**config.mk**
```make
export PLATFORM = sky130hd
export DESIGN_NAME = toy_bus_dmem_req_buf
export DESIGN_NICKNAME = d
export VERILOG_FILES = /design/src/rtl/toy_bus_dmem_req_buf.sv
export SDC_FILE = /design/constraint.sdc
export NUM_CORES = 1
export LEC_CHECK = 0
export ABC_AREA = 0
export ABC_CLOCK_PERIOD_IN_PS = 9900
export CORE_ASPECT_RATIO = 0.7
export CORE_MARGIN = 1
export CORE_UTILIZATION = 44
export DETAILED_ROUTE_END_ITERATION = 8
export PLACE_DENSITY = 0.81
export SLEW_MARGIN = 20
export SYNTH_ARGS = -nofsm -noshare
export SYNTH_HDL_FRONTEND = slang
export SYNTH_SLANG_ARGS = --single-unit
```
**constraint.sdc**
```tcl
create_clock -name clk -period 9.9 [get_ports clk]
set_input_delay 1.98 -clock clk [delete_from_list [all_inputs] [get_ports clk]]
set_output_delay 1.98 -clock clk [all_outputs]
set_load 0.02 [all_outputs]
```
**src/rtl/toy_bus_dmem_req_buf.sv**
```systemverilog
// DMEM request FIFO with outstanding-request limiter; 1-cycle request latency (0 with TOY_BUS_DMEM_REQ_BUF_BYPASS_EN), 0-cycle ack path.
// Backpressure: in_req_rdy drops when the FIFO is full; out_req_vld is held low while MAX_OUTSTD requests await acks.
module toy_bus_dmem_req_buf #(
    parameter int DEPTH      = 2,
    parameter int MAX_OUTSTD = 4
) (
    input  logic                       clk,
    input  logic                       rst,

    input  logic                       in_req_vld,
    output logic                       in_req_rdy,
    input  logic [31:0]                in_req_addr,
    input  logic [3:0]                 in_req_strb,
    input  logic [31:0]                in_req_data,
    input  logic                       in_req_opcode,
    input  logic [3:0]                 in_req_src_id,
    input  logic [3:0]                 in_req_tgt_id,

    output logic                       out_req_vld,
    input  logic                       out_req_rdy,
    output logic [31:0]                out_req_addr,
    output logic [3:0]                 out_req_strb,
    output logic [31:0]                out_req_data,
    output logic                       out_req_opcode,
    output logic [3:0]                 out_req_src_id,
    output logic [3:0]                 out_req_tgt_id,

    input  logic                       out_ack_vld,
    output logic                       out_ack_rdy,
    input  logic                       out_ack_opcode,
    input  logic [31:0]                out_ack_data,
    input  logic [3:0]                 out_ack_src_id,
    input  logic [3:0]                 out_ack_tgt_id,

    output logic                       in_ack_vld,
    input  logic                       in_ack_rdy,
    output logic                       in_ack_opcode,
    output logic [31:0]                in_ack_data,
    output logic [3:0]                 in_ack_src_id,
    output logic [3:0]                 in_ack_tgt_id,

    output logic [3:0]                 outstd_cnt,
    output logic [$clog2(DEPTH):0]     fifo_cnt,
    output logic                       err_underflow
);

    localparam int AW = $clog2(DEPTH);
    localparam int CW = AW + 1;

    typedef struct packed {
        logic [31:0] addr;
        logic [3:0]  strb;
        logic [31:0] data;
        logic        opcode;
        logic [3:0]  src_id;
        logic [3:0]  tgt_id;
    } req_t;

    req_t          mem [DEPTH];
    req_t          in_pl;
    req_t          head_pl;
    logic [AW-1:0] wr_ptr;
    logic [AW-1:0] rd_ptr;
    logic          issue_ok;
    logic          fifo_vld;
    logic          byp;
    logic          push;
    logic          pop;
    logic          issue;
    logic          ack_done;

    assign in_pl = '{addr: in_req_addr, strb: in_req_strb, data: in_req_data,
                     opcode: in_req_opcode, src_id: in_req_src_id, tgt_id: in_req_tgt_id};

    assign issue_ok   = (outstd_cnt < 4'(MAX_OUTSTD));
    assign in_req_rdy = (fifo_cnt != CW'(DEPTH));
    assign fifo_vld   = (fifo_cnt != '0) && issue_ok;

`ifdef TOY_BUS_DMEM_REQ_BUF_BYPASS_EN
    // Empty FIFO with a ready sink: forward the master's beat without storing it.
    assign byp     = (fifo_cnt == '0) && issue_ok && in_req_vld && out_req_rdy;
    assign head_pl = byp ? in_pl : mem[rd_ptr];
`else
    assign byp     = 1'b0;
    assign head_pl = mem[rd_ptr];
`endif

    assign out_req_vld    = fifo_vld || byp;
    assign out_req_addr   = head_pl.addr;
    assign out_req_strb   = head_pl.strb;
    assign out_req_data   = head_pl.data;
    assign out_req_opcode = head_pl.opcode;
    assign out_req_src_id = head_pl.src_id;
    assign out_req_tgt_id = head_pl.tgt_id;

    assign push     = in_req_vld && in_req_rdy && !byp;
    assign pop      = fifo_vld && out_req_rdy;
    assign issue    = out_req_vld && out_req_rdy;
    assign ack_done = out_ack_vld && in_ack_rdy;

    assign in_ack_vld    = out_ack_vld;
    assign out_ack_rdy   = in_ack_rdy;
    assign in_ack_opcode = out_ack_opcode;
    assign in_ack_data   = out_ack_data;
    assign in_ack_src_id = out_ack_src_id;
    assign in_ack_tgt_id = out_ack_tgt_id;

    always_ff @(posedge clk) begin
        if (push && !rst) begin
            mem[wr_ptr] <= in_pl;
        end
    end

    always_ff @(posedge clk) begin
        if (rst) begin
            wr_ptr        <= '0;
            rd_ptr        <= '0;
            fifo_cnt      <= '0;
            outstd_cnt    <= '0;
            err_underflow <= 1'b0;
        end else begin
            if (push) wr_ptr <= wr_ptr + AW'(1);
            if (pop)  rd_ptr <= rd_ptr + AW'(1);
            case ({push, pop})
                2'b10:   fifo_cnt <= fifo_cnt + CW'(1);
                2'b01:   fifo_cnt <= fifo_cnt - CW'(1);
                default: fifo_cnt <= fifo_cnt;
            endcase
            // A stray ack at zero is forwarded but must not wrap the counter.
            if (issue && !ack_done) begin
                outstd_cnt <= outstd_cnt + 4'd1;
            end else if (ack_done && !issue && outstd_cnt != 4'd0) begin
                outstd_cnt <= outstd_cnt - 4'd1;
            end
            if (ack_done && outstd_cnt == 4'd0) begin
                err_underflow <= 1'b1;
            end
        end
    end

endmodule

```
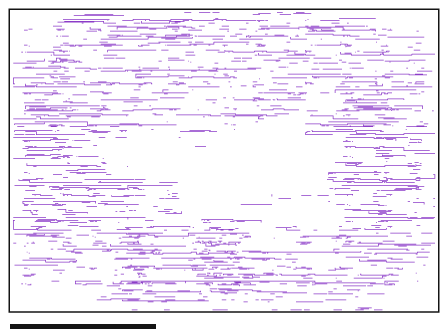
**Above:** run 1 (signal wires on met1).
The bar under the picture is 50 um long.
longest straight run: 66.2 um
nets with wire on the layer: 520
wire length on this layer: 5320 um
main direction: horizontal
share of all routed wire: 44%

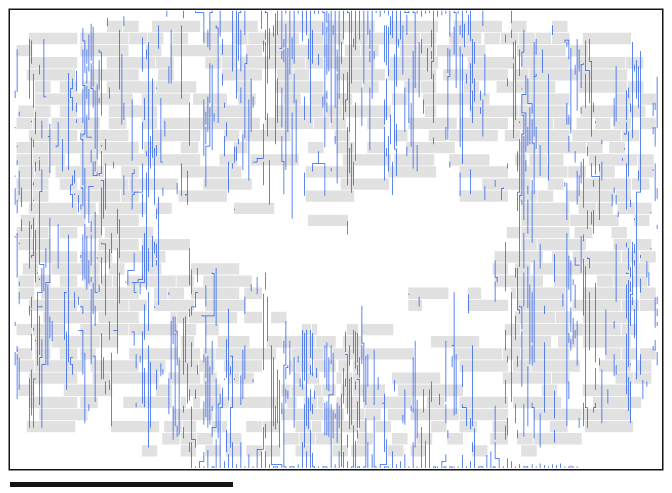
**Above:** run 1 (met2 routing).
The bar under the picture is 50 um long.
main direction: vertical
wire length on this layer: 5760 um
nets with wire on the layer: 558
longest straight run: 43.2 um
total wire length: 12.2 mm
total number of vias: 3331
met2 track demand over resource: 25.6%

==> impl_report.txt, run 1 <==
==== FLOW RESULTS ====
----------------------------------------------------
[Placed design]
  DP Wirelength ........................ about 8 mm
  Number of placed cells counting well taps ........................ 652
  Post-placement worst setup slack ........................ a little under 5 ns
  IO buf count ........................ 170
  Placed cell areas ........................ 8020 um^2

[Route]
  Routed length per placed instance ........................ 17.8 um
  Final antenna-violating net count ........................ 0
  DRT iter0 DRCs ........................ between 150 and 200
  Highest metal layer with signal wires ........................ met4
  Routed wl met2 ........................ approximately 5.8 mm

[Critical path]
  Crit path launch type ........................ primary input
  Worst Reg2Reg Path Length in Cells ........................ 8
  Critical path, cell by cell ........................ clkdlybuf4s50_1 -> clkdlybuf4s50_1
  Stage delay of the slowest cell on the critical path ........................ 0.62 ns
  Highest net fanout along the worst path ........................ 3
  End of the worst register-to-register path ........................ outstd_cnt[3]$_SDFFE_PP0P_
  Critical path required time ........................ 7.92 ns
  Cell count along the critical path ........................ 2
  Worst path top cell family by delay ........................ buffers and inverters
  CP Launch Point ........................ out_ack_vld

[Hold path]
  Hold Crit Class ........................ reg2reg
  Startpoint of the lowest-slack hold path ........................ err_underflow$_SDFFE_PP0P_

[Power]
  Sequential logic power ........................ 0.927 mW
  Largest power group ........................ sequential cells
  Switching power ........................ 0.668 mW
  Net Sw Frac ........................ 29.9%
  Internal cell power ........................ 1.56 mW

[Die]
  Die ar. ........................ 15100 um^2
  Die height ........................ 103 um
  Top-level port count ........................ 253
  Initial core utilization ........................ 45.6%
  Width of the die ........................ approximately 150 um

[Final timing]
  Total negative slack ........................ 0 ns
  PnR worst setup slack ........................ 4.82 ns
  Clock period minus final worst setup slack ........................ roughly 5.1 ns
  Highest achievable clock rate ........................ 197 MHz
  Worst Hold Slack ........................ 0.485 ns
  Measured slew at the worst slew-check pin ........................ 1.06 ns

[CTS]
  Number of sinks handled by clock tree synthesis ........................ 164
  Hold bufs inserted after CTS ........................ 0
  # H-tree levels ........................ 4
  Max Buffers Root-to-Sink ........................ 2
  CTS Root Cell ........................ sky130_fd_sc_hd__clkbuf_16
  Setup Fix Bufs, Post-CTS ........................ 0
  TritonCTS clock tree ........................ built

[Finish]
  Area growth from synthesis to layout ........................ 33.8%
  Regs by FF count ........................ mem (154), outstd_cnt (4), fifo_cnt (2)
  Most frequent standard cell in the layout excluding fill and tap cells ........................ sky130_fd_sc_hd__clkdlybuf4s50_1
  Most common logic cells in the final layout ........................ 170 x sky130_fd_sc_hd__clkdlybuf4s50_1, 154 x sky130_fd_sc_hd__edfxtp_1, 77 x sky130_fd_sc_hd__mux2_2

[Yosys]
  Count of distinct cell types in the synthesized netlist ........................ 35
  Per-instance average area after synthesis ........................ 18.8 um^2
  Area fraction in and, or, nand and nor cells ........................ under 10%
  Sequential element share of the synthesized area ........................ 75.3%
  Area share of the leading cell type in the synthesized netlist ........................ just over 70%
  Logic family by area ........................ multiplexers
  Most area-consuming cells after synthesis ........................ sky130_fd_sc_hd__edfxtp_1 72%, sky130_fd_sc_hd__mux2_2 14%, sky130_fd_sc_hd__buf_4 5.0%, sky130_fd_sc_hd__dfxtp_1 3.1%, sky130_fd_sc_hd__ha_1 0.59%
  Area of the synthesized netlist per yosys stat ........................ 6410 um^2
  Xor-xnor portion of the synthesized cell area ........................ 0.684%

[GRT]
  Via count of the first global-routing pass ........................ 3502
  Initial antenna violation count ........................ 0
  Congestion Overflow GR ........................ 0

[Run status]
  Status ........................ finished, final reports clean

----------------------------------------------------
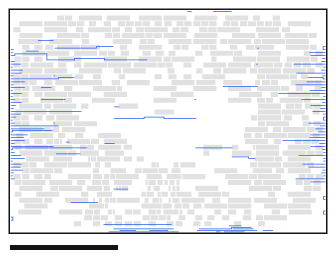
**Above:** run 1 (M3 wires).
The bar under the picture is 50 um long.
share of all routed wire: 8.2%
longest straight run: 34.5 um
nets with wire on the layer: 113
wire length on this layer: 997 um
main direction: horizontal

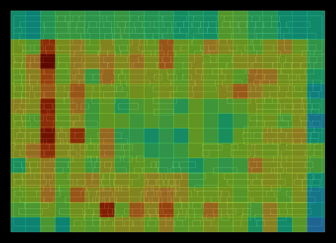
**Above:** run 1 (routing congestion).
GRT Max-Usage Layer: met2
met3 layer usage reported by global route: 7.21%
global-route total usage across every layer: 16.3%
final core utilization: 61.0%

## run 1: Yosys cell counts
master                       n
sky130_fd_sc_hd__edfxtp_1  154
sky130_fd_sc_hd__mux2_2     77
sky130_fd_sc_hd__buf_4      43
sky130_fd_sc_hd__dfxtp_1    10
sky130_fd_sc_hd__buf_2       7
sky130_fd_sc_hd__nor2_1      6
sky130_fd_sc_hd__a21oi_1     4
sky130_fd_sc_hd__ha_1        3
sky130_fd_sc_hd__nor3_1      3
sky130_fd_sc_hd__o21ai_0     3
sky130_fd_sc_hd__xor2_1      3
sky130_fd_sc_hd__clkbuf_1    2
sky130_fd_sc_hd__nand2_1     2
sky130_fd_sc_hd__nand2b_1    2
sky130_fd_sc_hd__xnor2_1     2
sky130_fd_sc_hd__a211oi_1    1
sky130_fd_sc_hd__a21o_1      1
sky130_fd_sc_hd__a311o_1     1
sky130_fd_sc_hd__a311oi_4    1
sky130_fd_sc_hd__a31oi_1     1
sky130_fd_sc_hd__and2_1      1
sky130_fd_sc_hd__and3_1      1
sky130_fd_sc_hd__and4_1      1
sky130_fd_sc_hd__buf_1       1
sky130_fd_sc_hd__fa_1        1
sky130_fd_sc_hd__inv_1       1
sky130_fd_sc_hd__inv_2       1
sky130_fd_sc_hd__nand3b_1    1
sky130_fd_sc_hd__nor2_2      1
sky130_fd_sc_hd__nor3b_1     1
sky130_fd_sc_hd__nor4_2      1
sky130_fd_sc_hd__nor4b_1     1
sky130_fd_sc_hd__o21a_1      1
sky130_fd_sc_hd__or2_4       1
sky130_fd_sc_hd__or3_1       1
## run 1: area by class of cell
type                    count  area [um^2]
inverters                   2         7.51
repair buffers            174         1730
flip-flops and latches    164         4830
fillers                  1028         5480
clock buffers              18          429
clock inverters            13          125
multi-input cells         122         1210
well taps                 190          238
==> run 1 -> run 2 <==
- ABC_CLOCK_PERIOD_IN_PS: 9900 -> 5100
- clock period: 9.9 -> 5.1 ns (I/O delays scaled with it)
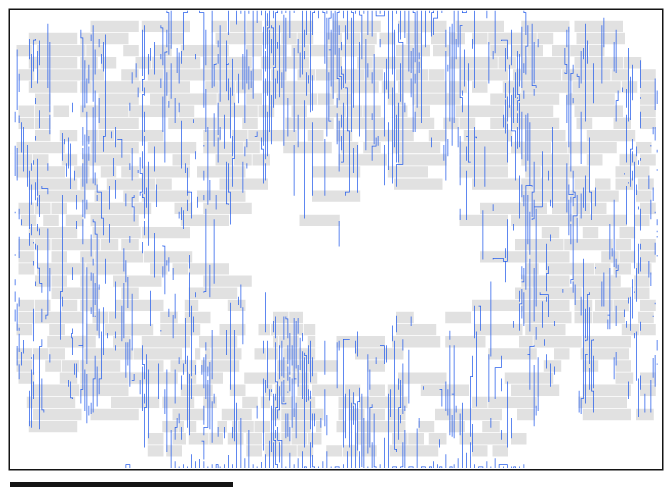
**Above:** run 2 (met2 routing).
The bar under the picture is 50 um long.
longest straight run: 31.3 um
share of all routed wire: 48%
met2 track demand over resource: 25.9%
total wire length: 12.1 mm
total number of vias: 3374

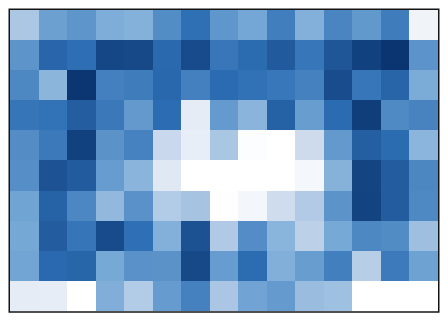
**Above:** run 2 (local utilization).
15 x 10 tiles, from white (low) to dark blue (high), 0 to 100% covered.
tiles over 75% full: 25%
emptiest ninth of the die: centre
mean over tiles: 56%
placeable core area: 14100 um^2
initial core utilization: 45.6%
final core utilization: 61.4%

==> run 2 against run 1 <==
- total power grew 97%
- wire length is 0.62% lower
- final area grew 0.60%
- largest power group unchanged
==> impl_report.txt, run 2 <==
==== FLOW RESULTS ====
----------------------------------------------------
[Die]
  Width of the die ........................ 146 um (unchanged)
  Die height ........................ 103 um (unchanged)
  Die ar. ........................ 15100 um^2 (unchanged)
  Top-level port count ........................ 253 (unchanged)

[CTS]
  Number of sinks handled by clock tree synthesis ........................ 164 (unchanged)
  Setup Fix Bufs, Post-CTS ........................ 0 (unchanged)
  Hold bufs inserted after CTS ........................ 0 (unchanged)
  TritonCTS clock tree ........................ built
  # H-tree levels ........................ 4 (unchanged)
  Max Buffers Root-to-Sink ........................ 2 (unchanged)

[GRT]
  Via count of the first global-routing pass ........................ 3492 (-0.29%)
  Congestion Overflow GR ........................ 0 (unchanged)
  Initial antenna violation count ........................ 0 (unchanged)
  GRT Max-Usage Layer ........................ met2

[Route]
  DRT iter0 DRCs ........................ 165 (+5.8%)
  Highest metal layer with signal wires ........................ met4
  Final antenna-violating net count ........................ 0 (unchanged)

[Final timing]
  Highest achievable clock rate ........................ 287 MHz
  Measured slew at the worst slew-check pin ........................ 1.01 ns (-0.0452 ns)
  Clock period minus final worst setup slack ........................ 3.49 ns
  Total negative slack ........................ 0 ns (unchanged)

[Yosys]
  Count of distinct cell types in the synthesized netlist ........................ 35 (unchanged)
  Area fraction in and, or, nand and nor cells ........................ 2.13% (unchanged)
  Sequential element share of the synthesized area ........................ 75.3% (unchanged)
  Area share of the leading cell type in the synthesized netlist ........................ 72.2% (unchanged)
  Xor-xnor portion of the synthesized cell area ........................ 0.684% (unchanged)
  Logic family by area ........................ multiplexers
  Area of the synthesized netlist per yosys stat ........................ 6410 um^2 (unchanged)
  Async set-or-reset flop fraction in the synthesized netlist ........................ 0% (unchanged)
  Synth cell count leaders ........................ 154 x sky130_fd_sc_hd__edfxtp_1, 77 x sky130_fd_sc_hd__mux2_2, 43 x sky130_fd_sc_hd__buf_4
  Per-instance average area after synthesis ........................ 18.8 um^2 (unchanged)
  Dominant Register Cell ........................ sky130_fd_sc_hd__edfxtp_1

[Finish]
  Reg with most FFs ........................ mem
  Most common logic cells in the final layout ........................ 170 x sky130_fd_sc_hd__clkdlybuf4s50_1, 154 x sky130_fd_sc_hd__edfxtp_1, 77 x sky130_fd_sc_hd__mux2_2
  Area growth from synthesis to layout ........................ 34.6%
  Most frequent standard cell in the layout excluding fill and tap cells ........................ sky130_fd_sc_hd__clkdlybuf4s50_1

[Run status]
  Status ........................ finished, final reports clean

[Critical path]
  Critical path required time ........................ 4.08 ns (-3.84 ns)
  Stage delay of the slowest cell on the critical path ........................ 1.01 ns (+0.39 ns)
  Crit path launch type ........................ flop
  Highest net fanout along the worst path ........................ 77 (+74)

[Placed design]
  DP Wirelength ........................ 7.84 mm (+0.18%)
  IO buf count ........................ 170 (unchanged)
  Number of placed cells counting well taps ........................ 652 (unchanged)

[Power]
  Largest power group ........................ sequential cells
  Sequential logic power ........................ 1.80 mW (+94%)
  Internal cell power ........................ 3.06 mW (+95%)
  Switching power ........................ 1.34 mW (+100%)
  Net Sw Frac ........................ 30.5% (+0.61 points)

[Hold path]
  Hold Crit Class ........................ reg2reg

----------------------------------------------------
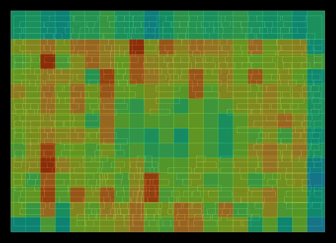
**Above:** run 2 (routing congestion).
met3 layer usage reported by global route: 7.04%
routed length per placed instance: 17.7 um
global-route total usage across every layer: 16.2%
grt met1 use: 20.0%

[run 2: cell types whose count changed in the layout (fill, tap and decap cells not counted), sizes merged]
cell and change:
clkinv +2, clkinvlp -2, inv +2, clkbuf -1
[run 2: stage by stage]
stage / area, um^2 / setup slack [ns] / util, %
6_report: 8630 / 1.61 / 61.4
5_1_grt: 8630 / 1.46 / 61.4
4_1_cts: 8630 / 1.56 / 61.4
3_5_place_dp: 8030 / 1.87 / 57.2
3_3_place_gp: 8030 / 1.95 / 57.2
2_1_floorplan: 6420 / 0.386 / -
[run 2: critical path, delay by kind of cell, from the launching register on]
kind | cells | cell delay (ns)
DFF | 1 | 1.01
muxes | 1 | 0.43
buffers and inverters | 1 | 0.56
[run 2: cells by family (layout without fill, tap and decap cells)]
kind of cell	after synthesis	after routing
AND-OR/OR-AND	13	13
multiplexers	77	77
AND/OR/NAND/NOR	23	23
XOR/XNOR	5	5
adder cells (fa/ha/maj)	4	4
buffers and inverters	55	208
flip-flops	164	164
[run 2: final timing paths]
path                                   start                    endpoint  slack [ns]  cells past startpoint
setup / recovery                        flop            out_req_addr[31]        1.61                      2
setup reg to reg  outstd_cnt[3]$_SDFFE_PP0P_  outstd_cnt[3]$_SDFFE_PP0P_        2.85                      8
hold reg to reg   err_underflow$_SDFFE_PP0P_  err_underflow$_SDFFE_PP0P_        0.50                      2
hold / removal    err_underflow$_SDFFE_PP0P_  err_underflow$_SDFFE_PP0P_        0.50                      2
[run 2: area by class of cell]
cell class / count / area, um^2
Multi-Input combinational cell: 122 / 1230
Fill cell: 1026 / 5430
Clock inverter: 15 / 168
Sequential cell: 164 / 4830
Timing Repair Buffer: 174 / 1730
Clock buffer: 17 / 425
Inverter: 2 / 7.51
Tap cell: 190 / 238
Power figures rest on the tool's default switching activity, not on a simulated workload.
